==> run_1/met1.png <==
Drawn at 4 px/um. Supply wires on this layer in gray.
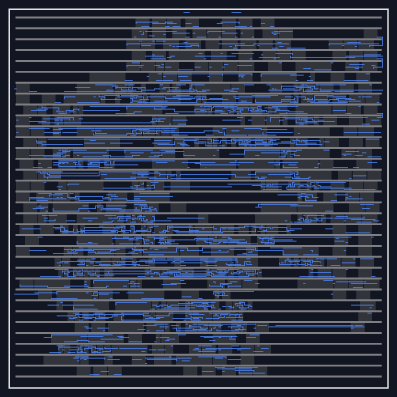
==> run_1/met2.png <==
Drawn at 4 px/um.
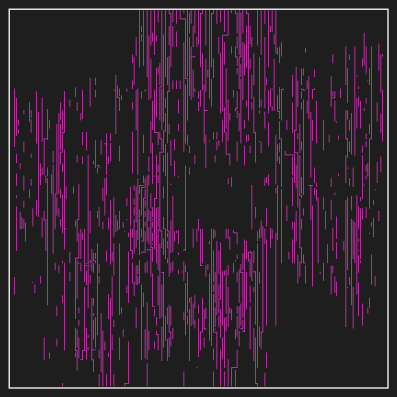
==> run_1/met3.png <==
Drawn at 6 px/um.
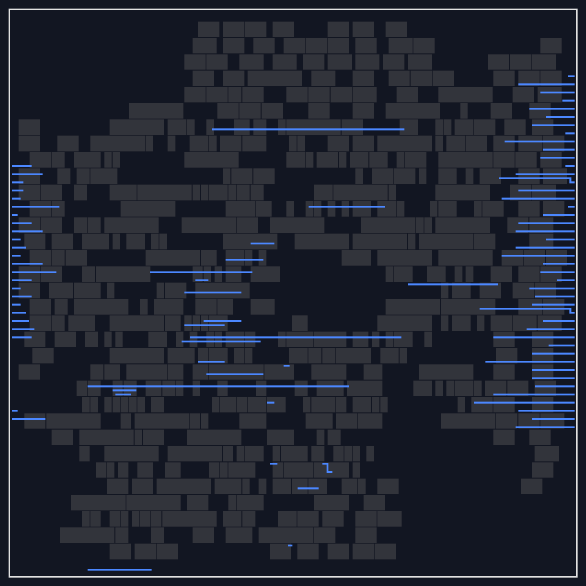
==> config.mk <==
export PLATFORM = sky130hd
export DESIGN_NAME = tx_arbiter
export DESIGN_NICKNAME = d
export VERILOG_FILES = /design/src/rtl/tx_pkg.sv /design/src/rtl/rr_arbiter.sv /design/src/rtl/tx_arbiter.sv
export SDC_FILE = /design/constraint.sdc
export NUM_CORES = 1
export LEC_CHECK = 0
export CORE_UTILIZATION = 40
export CTS_BUF_LIST = sky130_fd_sc_hd__clkbuf_2 sky130_fd_sc_hd__clkbuf_4 sky130_fd_sc_hd__clkbuf_8
export CTS_CLUSTER_DIAMETER = 150
export DETAILED_ROUTE_END_ITERATION = 16
export PLACE_DENSITY = 0.82
export RECOVER_POWER = 50
export SETUP_SLACK_MARGIN = 0.15
export SYNTH_ARGS = -nofsm -noshare
export SYNTH_HDL_FRONTEND = slang
export SYNTH_SLANG_ARGS = --single-unit
==> constraint.sdc <==
create_clock -name clk -period 5.23 [get_ports clk]
set_clock_uncertainty 0.2 [all_clocks]
set_input_delay 0.523 -clock clk [delete_from_list [all_inputs] [get_ports clk]]
set_output_delay 0.523 -clock clk [all_outputs]
set_load 0.1 [all_outputs]
==> CHANGELOG.md, run 1 <==
### Physical design

- Syn Inst Count: around 360
- H-tree Lvls: 2
- DPL Wire Length: around 6600 um
- HP Class: reg2reg
- Synth top area cells: dfrtp_1 36%, mux2i_1 8.5%, mux2_2 8.3%, nand2_1 8.1%, o221ai_1 6.2%
- Cell Type Count: about 57
- Worst Setup Start Kind: flip-flop
- Worst vdd ir: about 0.00073 V
- RePlAce Congestion: 0.816
- Post_cts resized: 0
- DR iter-0 viols: ~140
- First-pass GRT wire length: about 14000 um
- Vias in the first global route: about 3000
- Critical Path Sink Type: flip-flop
- DIE AREA: around 8900 um2
- Post-synth ARST share: 100%
- CTS Buf Count: 5
- TritonCTS clock tree: yes
- Inst Count DP: about 560
- Seq cells post-synth: 49
- Ys Warns: 0
- Yosys cell count: roughly 360
- Post-Layout Cell Count: 570
- Clock sink count: approximately 49
- Remaining DRCs: 0
- Power Dens Cells: ~750 nW/um2
- Number of nets at floorplan: roughly 480
- Final hold vios: 0
- CTS hold repair buffers: 0
- CTS clk-pin slew, worst paths: about 0.10 ns
- Number of port buffers: between 100 and 150
- Max reg flops: 32
- Reg2reg setup slack: a little over 0.8 ns
- Rows: 33
- Synth top cells by count: 74 x nand2_1, 49 x dfrtp_1, 29 x mux2i_1
- Insertion Delay late pin: roughly 0.3 ns
- Synth area leader: dfrtp_1
- Ant. Diodes: 0
- Die Y: 94.3 um
- Gr ovfl total: 0
- Total Power: 3.51 mW
- Drt pass-1 iters: 4
- Share of cells above drive strength 1: ~12%
- OpenROAD warnings: 30
- Max frequency: 227 MHz
- R2R cell count: 16
- Crit path DRT: approximately 5.2 ns
- Final min period: between 4 and 5 ns
- # IOs: 121
- Clock buffer depth: 2
- Pleak: 2.03 nW
- RSZ-0062 raised after global routing: false
- Status: finished, violations left
- Yosys stat area: between 3000 and 4000 um2
- Register share after synthesis: between 30% and 40%
- Area Overhead vs Synth: 38.2%
- Largest net degree at the start of global routing: roughly 70
- Synthesized cell area: 3410 um2
- Clk root buf: clkbuf_8
- Floorplan utilization: 41.5%
- Vias per inst: around 5.5
- Max_slew headroom: -21.5%
- Max-cap viol count: 1
- Syn avg cell area: 9.37 um2
- Nets: between 500 and 600
- Violated checks: max-capacitance violations, max-slew violations
- Area leader share: 36.0%
- Hold Crit Depth: 2
- Ys flop type: dfrtp_1
- CP arrival: between 4 and 5 ns
- Fin Setup TNS: 0 ns
- Initial antenna violation count: 0
- Max-slew violations: ~50
- CORE AREA: 8220 um2
- Final setup viols: 0
Back to the opening pictures, met1.png:
share of all routed wire: 43%
main direction: horizontal
DRT Wirelength: 8920 um
met1 usage: 25.6%
via total after detailed routing: 3142

Back to the opening pictures, met2.png:
longest straight run: 38.1 um
nets with wire on the layer: 487
wire length on this layer: 4400 um
share of all routed wire: 49%
main direction: vertical
met2 global-route usage: 35.3%

Back to the opening pictures, met3.png:
longest straight run: 43.2 um
main direction: horizontal
nets with wire on the layer: 88
GR met3 Demand/Resource: 3.38%

==> run 1: where the power goes <==
part           internal [mW]  total [mW]  switching, mW  leakage [nW]
registers              0.563       0.689          0.126         0.611
clock network         0.0977       0.243          0.145        0.0423
logic                  0.981        2.58           1.60          1.38
==> run 1: layer usage <==
metal  GRT usage (%)  up-vias  share of wire, %
met5               0        -                 0
met4            5.13        0              0.89
met3            3.38        4               7.1
met2            35.3      116                49
met1            25.6     1485                43
li1                -     1537                 -
==> run 1: metrics by stage <==
| step | utilization [%] | setup WS [ns] | area [um2] |
|---|---|---|---|
| 6_report | 57.4 | 0.815 | 4710 |
| 3_5_place_dp | 56.3 | 0.931 | 4620 |
| 3_3_place_gp | 56.3 | 1.10 | 4620 |
| 4_1_cts | 57.4 | 0.901 | 4720 |
| 2_1_floorplan | - | 1.47 | 3410 |
| 5_1_grt | 57.4 | 0.413 | 4710 |
==> run 1: cells in the final DEF, fill, tap and decap left out, types with 6 or more instances in the layout <==
cell type | netlist | layout
clkdlybuf4s50_1 | 0 | 115
nand2_1 | 74 | 74
dfrtp_1 | 49 | 49
mux2i_1 | 29 | 29
mux2_2 | 25 | 25
o221ai_1 | 24 | 24
nor2_1 | 15 | 14
inv_1 | 11 | 11
nor4_1 | 9 | 9
o22ai_1 | 8 | 8
ha_1 | 8 | 8
a21oi_1 | 7 | 7
o21ai_0 | 6 | 6
o31ai_2 | 6 | 6
==> run 1: cell families after synthesis <==
family	after synthesis	synth area share [%]
AND/OR/NAND/NOR	125	17.0
flip-flops	49	36.0
multiplexers	54	16.8
XOR/XNOR	3	0.771
buffers and inverters	45	6.64
adder cells (fa/ha/maj)	8	2.93
AND-OR/OR-AND	80	20.0
==> run 1: worst max-delay path, stage by stage (launching register included) <==
cell	delay, ns
dfrtp_1	0.55
ha_1	0.24
inv_1	0.05
ha_1	0.31
or4b_4	0.57
mux2i_1	0.26
a211oi_2	0.13
o41ai_1	0.31
a31o_1	0.47
nor3_1	0.19
a21o_1	0.23
ha_1	0.19
inv_1	0.10
nand2_1	0.07
o31ai_1	0.08
a221oi_1	0.12
a221oi_1	0.25
==> run 1: cell type report <==
class	count	area [um2]
Clock inverter	3	26.3
Fill cell	731	3500
Timing Repair Buffer	125	1230
Clock buffer	5	68.8
Sequential cell	49	1230
Tap cell	105	131
Multi-Input combinational cell	270	1980
Inverter	13	48.8
==> run_1/clock_map.png <==
Drawn at 3 px/um.
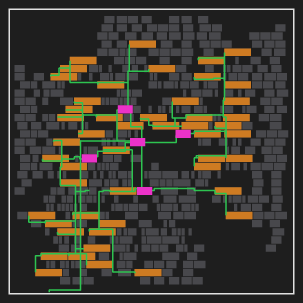

==> run 1 -> run 2 <==
clock period = 4.25 ns   (was 5.23 ns; I/O delays follow)
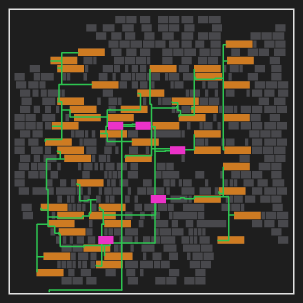
(run_2/clock_map.png)
Drawn at 3 px/um.
[flip-flops] orange | count: 49
[cells driving clock nets] magenta | count: 5
[clock wires] green | length: 668 um
flops lie: spread over the die
routed clock nets: 6
Insertion Delay late pin: 0.31 ns
Clk. pwr: 0.287 mW

==> CHANGELOG.md, run 2 <==
### Physical design

- Ys flop type: dfrtp_1 (unchanged)
- OpenROAD warnings: 30 (unchanged)
- Most Frequent Cell on Critical Path: ha_1 (unchanged)
- Ant. Diodes: 0 (unchanged)
- Max-cap viol count: 1 (unchanged)
- Cell Type Count: 57 (unchanged)
- Critical Path Sink Type: flip-flop (unchanged)
- Hold Crit Depth: 2 (unchanged)
- Synth top area cells: dfrtp_1 36%, mux2i_1 8.5%, mux2_2 8.3%, nand2_1 8.1%, o221ai_1 6.2% (unchanged)
- Initial antenna violation count: 0 (unchanged)
- RSZ-0062 raised after global routing: false (unchanged)
- Status: finished, violations left (unchanged)
- CTS clk-pin slew, worst paths: 0.09 ns (was 0.10 ns)
- Worst vdd ir: 0.000893 V (was 0.000728 V)
- Max reg flops: 32 (unchanged)
- Max-slew violations: 50 (unchanged)
- Final setup viols: 0 (unchanged)
- H-tree Lvls: 2 (unchanged)
- Rows: 33 (unchanged)
- Floorplan utilization: 41.5% (unchanged)
- Crit path buf inv count: 2 (unchanged)
- Vias in the first global route: 3047 (was 2950)
- Power Dens Cells: 928 nW/um2 (was 745 nW/um2)
- Number of nets at floorplan: 477 (unchanged)
- Pleak: 2.07 nW (was 2.03 nW)
- Comb gate area: 2030 um2 (was 1980 um2)
- Area leader share: 36.0% (unchanged)
- Clk root buf: clkbuf_8 (unchanged)
- Clock sink count: 49 (unchanged)
- Syn Inst Count: 364 (unchanged)
- DIE AREA: 8900 um2 (unchanged)
- Fin Setup TNS: 0 ns (unchanged)
- Max_slew headroom: -23.3% (was -21.5%)
- Violated checks: max-capacitance violations, max-slew violations (unchanged)
- Synth top cells by count: 74 x nand2_1, 49 x dfrtp_1, 29 x mux2i_1 (unchanged)
==> run 2: cell counts after synthesis <==
Identical to the previous run, type by type.
==> run 2: metal layers <==
layer / vias up / share of wire (%) / global-route usage, %
met3: 10 / 6.7 / 4.03
li1: 1540 / - / -
met2: 98 / 49 / 36.1
met4: 0 / 1.5 / 6.28
met5: - / 0 / 0
met1: 1481 / 43 / 25.4
==> run 2: layout make-up <==
class	count	area share (%)
timing repair buffer	129	26.6
inverter	13	1.02
multi-input combinational	270	42.2
tap	105	2.73
sequential	49	25.5
clock buffer	6	1.59
clock inverter	2	0.286
==> run 2: report_power, final <==
group	total, mW	leakage (nW)	internal [mW]	switching (mW)
Combinational	3.34	1.41	1.29	2.04
Clock	0.287	0.0490	0.124	0.163
Sequential	0.831	0.610	0.694	0.137
Total	4.46	2.07	2.11	2.34
==> run 2: logic make-up after synthesis <==
logic type | count (synthesis) | share of synthesized area [%]
buffers and inverters | 45 | 6.64
multiplexers | 54 | 16.8
AND/OR/NAND/NOR | 125 | 17.0
adder cells (fa/ha/maj) | 8 | 2.93
flip-flops | 49 | 36.0
AND-OR/OR-AND | 80 | 20.0
XOR/XNOR | 3 | 0.771
==> run 2: tightest hold or removal path, stage by stage (launching register included) <==
cell and delay (ns):
dfrtp_1 0.35, nand2_1 0.05, o31ai_1 0.06
==> run 2: timing repair <==
item | in CTS | in global routing
resized | 2 | 7
pin swaps | 0 | 5
hold buffers | 0 | 0
buffers inserted | 0 | 1
setup endpoints to repair | 1 | 1
==> run 2: per-stage QoR <==
stage	hold WS, ns	utilization (%)	instances
final	0.290	58.5	574
after global placement	0.262	56.7	565
after CTS	0.293	57.8	573
after detailed placement	0.271	56.7	565
after global routing	0.306	58.5	574
after floorplan	0.248	-	364
Power and IR drop assume default switching activity.
